`config.mk`:
```
export PLATFORM = sky130hd
export DESIGN_NAME = ubrcl_seq_arb
export DESIGN_NICKNAME = d
export VERILOG_FILES = /design/src/rtl/ubrcl_seq_arb.sv
export SDC_FILE = /design/constraint.sdc
export NUM_CORES = 1
export LEC_CHECK = 0
export CAP_MARGIN = 20
export CORE_UTILIZATION = 43
export DETAILED_ROUTE_END_ITERATION = 7
export PLACE_DENSITY_LB_ADDON = 0.05
export SKIP_CTS_REPAIR_TIMING = 1
export SYNTH_ARGS = -nofsm -noshare
export SYNTH_HDL_FRONTEND = slang
export SYNTH_SLANG_ARGS = --single-unit
```
`constraint.sdc`:
```
create_clock -name CLK -period 2.76 [get_ports CLK]
set_clock_uncertainty 0.15 [all_clocks]
set_input_delay 0.414 -clock CLK [delete_from_list [all_inputs] [get_ports CLK]]
set_output_delay 0.414 -clock CLK [all_outputs]
set_load 0.01 [all_outputs]
```
`src/rtl/ubrcl_seq_arb.sv`:
```
// ubrcl_seq_arb: two-requester round-robin front end feeding a sequential
// carry look-ahead adder that produces one BW-bit block of the sum per cycle.
//
// state | meaning
// ------+-------------------------------------------------------------
// IDLE  | waiting for a request; grant and ready are combinational
// CALC  | adding one BW-bit block per cycle, LSB block first
// DONE  | result valid on S/OID/OV, held until the consumer takes it
module ubrcl_seq_arb #(
    parameter int XW = 8,
    parameter int YW = 12,
    parameter int BW = 4
) (
    input  logic          CLK,
    input  logic          RST,
    input  logic [XW-1:0] X0,
    input  logic [YW-1:0] Y0,
    input  logic          V0,
    output logic          R0,
    input  logic [XW-1:0] X1,
    input  logic [YW-1:0] Y1,
    input  logic          V1,
    output logic          R1,
    output logic [YW:0]   S,
    output logic          OID,
    output logic          OV,
    input  logic          OR
);

    localparam int NB = YW / BW;
    localparam int KW = (NB > 1) ? $clog2(NB) : 1;

    typedef enum logic [1:0] {
        IDLE = 2'd0,
        CALC = 2'd1,
        DONE = 2'd2
    } state_t;

    state_t        state_q, state_d;
    logic [YW-1:0] a_q, a_d;
    logic [YW-1:0] b_q, b_d;
    logic [YW:0]   s_q, s_d;
    logic          oid_q, oid_d;
    logic          ov_q, ov_d;
    logic          cy_q, cy_d;
    logic          last_q, last_d;
    logic [KW-1:0] blk_q, blk_d;

    logic          grant;
    logic          acc0;
    logic          acc1;

    logic [BW-1:0] blk_a;
    logic [BW-1:0] blk_b;
    logic [BW-1:0] blk_g;
    logic [BW-1:0] blk_p;
    logic [BW:0]   blk_c;
    logic [BW-1:0] blk_sum;

    // Grant: a lone requester wins; on a tie the one not served last wins.
    always_comb begin
        grant = ~last_q;
        if (V0 && !V1) begin
            grant = 1'b0;
        end else if (V1 && !V0) begin
            grant = 1'b1;
        end
    end

    // Ready is only offered from IDLE and never while reset is asserted.
    assign R0   = (state_q == IDLE) && !RST && !grant;
    assign R1   = (state_q == IDLE) && !RST && grant;
    assign acc0 = V0 && R0;
    assign acc1 = V1 && R1;

    // Carry look-ahead for the current block; each carry is the flat
    // generate/propagate expansion back to the block carry-in.
    always_comb begin
        logic c_acc;
        blk_a = '0;
        blk_b = '0;
        for (int j = 0; j < NB; j++) begin
            if (blk_q == KW'(j)) begin
                blk_a = a_q[j*BW +: BW];
                blk_b = b_q[j*BW +: BW];
            end
        end
        blk_g    = blk_a & blk_b;
        blk_p    = blk_a ^ blk_b;
        blk_c    = '0;
        blk_c[0] = cy_q;
        for (int i = 0; i < BW; i++) begin
            c_acc = cy_q;
            for (int j = 0; j <= i; j++) begin
                c_acc = blk_g[j] | (blk_p[j] & c_acc);
            end
            blk_c[i+1] = c_acc;
        end
        blk_sum = blk_p ^ blk_c[BW-1:0];
    end

    // Next-state and datapath updates for the sequencer.
    always_comb begin
        state_d = state_q;
        a_d     = a_q;
        b_d     = b_q;
        s_d     = s_q;
        oid_d   = oid_q;
        ov_d    = ov_q;
        cy_d    = cy_q;
        last_d  = last_q;
        blk_d   = blk_q;
        case (state_q)
            IDLE: begin
                if (acc0 || acc1) begin
                    a_d            = '0;
                    a_d[XW-1:0]    = acc1 ? X1 : X0;
                    b_d            = acc1 ? Y1 : Y0;
                    oid_d          = acc1;
                    last_d         = acc1;
                    blk_d          = '0;
                    cy_d           = 1'b0;
                    s_d            = '0;
                    state_d        = CALC;
                end
            end
            CALC: begin
                for (int j = 0; j < NB; j++) begin
                    if (blk_q == KW'(j)) begin
                        s_d[j*BW +: BW] = blk_sum;
                    end
                end
                cy_d = blk_c[BW];
                if (blk_q == KW'(NB - 1)) begin
                    s_d[YW] = blk_c[BW];
                    cy_d    = 1'b0;
                    blk_d   = '0;
                    ov_d    = 1'b1;
                    state_d = DONE;
                end else begin
                    blk_d = blk_q + 1'b1;
                end
            end
            DONE: begin
                if (ov_q && OR) begin
                    ov_d    = 1'b0;
                    state_d = IDLE;
                end
            end
            default: begin
                state_d = IDLE;
            end
        endcase
    end

    // State register; reset discards any in-flight operation.
    always_ff @(posedge CLK) begin
        if (RST) begin
            state_q <= IDLE;
            a_q     <= '0;
            b_q     <= '0;
            s_q     <= '0;
            oid_q   <= 1'b0;
            ov_q    <= 1'b0;
            cy_q    <= 1'b0;
            last_q  <= 1'b1;
            blk_q   <= '0;
        end else begin
            state_q <= state_d;
            a_q     <= a_d;
            b_q     <= b_d;
            s_q     <= s_d;
            oid_q   <= oid_d;
            ov_q    <= ov_d;
            cy_q    <= cy_d;
            last_q  <= last_d;
            blk_q   <= blk_d;
        end
    end

    assign S   = s_q;
    assign OID = oid_q;
    assign OV  = ov_q;

endmodule

```
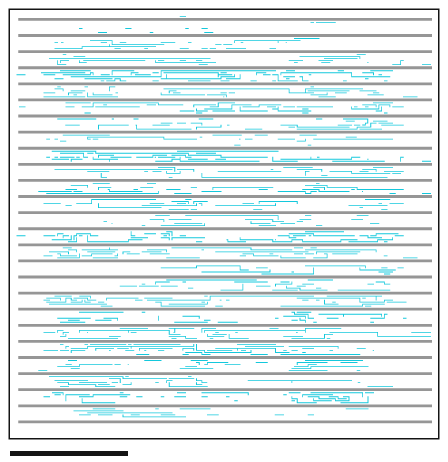
Fig. 1. Signal wires on met1.
The bar under the picture is 20 µm long. Supply wires on this layer in gray.
- longest straight run: 31.3 µm
- wire length on this layer: 2390 µm
- share of all routed wire: 45%
via count: 2003
met1 Track Usage GR: 27.1%
routed wire length: 5270 µm

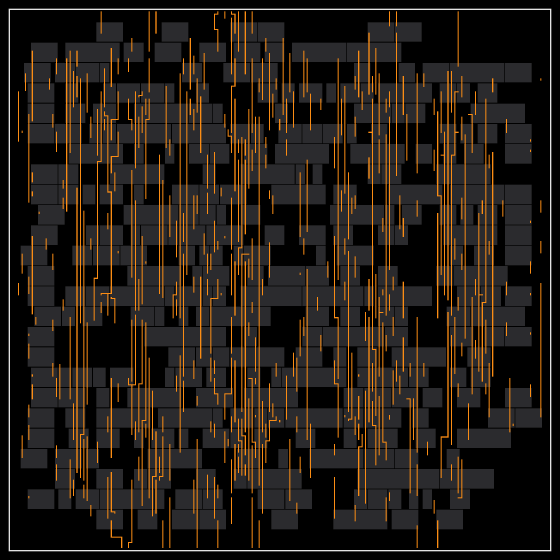
Fig. 2. The metal 2 layer.
Cells faint in the background.
- nets with wire on the layer: 277
- share of all routed wire: 48%
- longest straight run: 49.3 µm
- main direction: vertical
- wire length on this layer: 2510 µm
met2 layer usage reported by global route: 36.9%

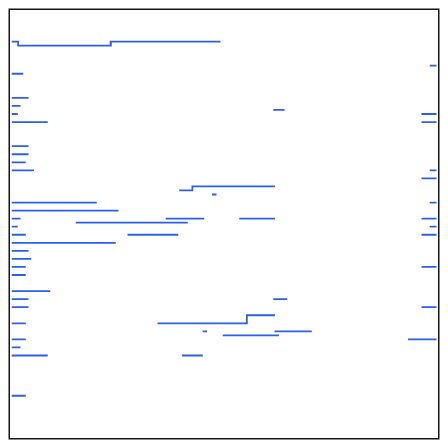
Fig. 3. Signal wires on met3.
- wire length on this layer: 268 µm
- main direction: horizontal
- longest straight run: 18.6 µm
- nets with wire on the layer: 46
- share of all routed wire: 5.1%
GRT met3 Usage: 5.97%

==> ci_impl_report.md <==
## Synthesis and layout report

| Metric | Value |
|---|---|
| Outcome | `finished with violations` |
| Violations in the final reports | `setup timing` |
| Diodes inserted | `0` |
| Power per cell area | `582 mW/mm²` |
| Sw Ratio | `28.4%` |
| Yosys cell types | `32` |
| Static Leakage | `1.01 nW` |
| Total cells reported by yosys after synthesis | `247` |
| Cell depth of the worst min-delay path | `2` |
| Fraction of the mapped netlist area in adder cells | `4.24%` |
| Parity-gate share of the synthesized area counting xor and xnor cells | `0%` |
| Register share of total power | `39.7%` |
| Critical path data required time | `2.84 ns` |
| Die width | `72.3 µm` |
| Clk ins delay skew pair | `0.30 ns` |
| Critical path destination | `cy_q$_SDFFE_PP0P_` |
| Combinational fraction of the cell area | `38.5%` |
| Signal inverters | `23` |
| Max-cap check violation count | `0` |
| Number of nets at floorplan | `296` |
| Hold endpoint | `b_q[2]$_SDFFE_PP0P_` |
| Layout sequential cell count | `41` |
| Multiplexer share | `3.77%` |
| Sequential-to-total area share from yosys stat | `38.6%` |
| Routed wl met2 | `2510 µm` |
| Element type at the critical path start | `register` |
| Power in sequential cells | `0.699 mW` |
| Setup Viol. Count Final | `4` |
| Largest logic family | `AND-OR/OR-AND gates` |
| Vias/cell | `5.36` |
| Count of buffers not belonging to the clock network in the layout | `77` |
| VDD IR-drop max | `0.286 mV` |
| Total Nets Final | `355` |
| Total area of sequential cells | `826 µm²` |
| Setup ws final | `-0.0733 ns` |
| Clock buffer and inverter area fraction after layout | `4.42%` |
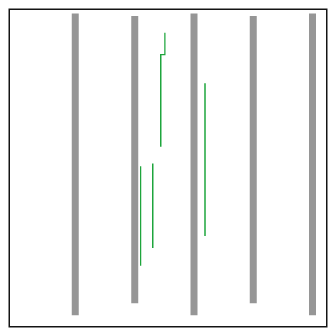
Fig. 4. Metal 4.
Supply wires on this layer in gray.
- main direction: vertical
- wire length on this layer: 103 µm
- share of all routed wire: 2.0%
- longest straight run: 34.7 µm

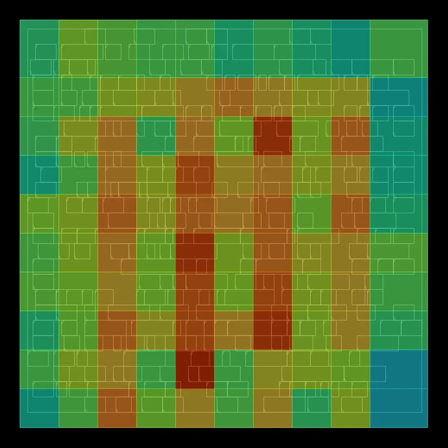
Fig. 5. Routing congestion map.
Post-Route Utilization: 63.7%
peak-usage layer in the global routing report: met2
final routed wire length divided by cell count: 14.1 µm
global-route total usage across every layer: 22.1%

[stage by stage]
step | cell area [µm²] | std cells | utilization [%] | setup slack (ns)
4_1_cts | 3000 | 374 | 63.0 | -0.0753
6_report | 3030 | 374 | 63.7 | -0.0733
2_1_floorplan | 2160 | 247 | - | -0.0221
3_5_place_dp | 2860 | 366 | 60.2 | -0.0576
5_1_grt | 3030 | 374 | 63.7 | -0.108
3_3_place_gp | 2860 | 366 | 60.2 | -0.0315
[metal layers]
| metal | vias up | track usage, % |
|---|---|---|
| met5 | - | 0 |
| met4 | 0 | 8.50 |
| met3 | 11 | 5.97 |
| met2 | 57 | 36.9 |
| met1 | 907 | 27.1 |
| li1 | 1028 | - |
No activity file was given, so power comes from the tool's default toggle rates.
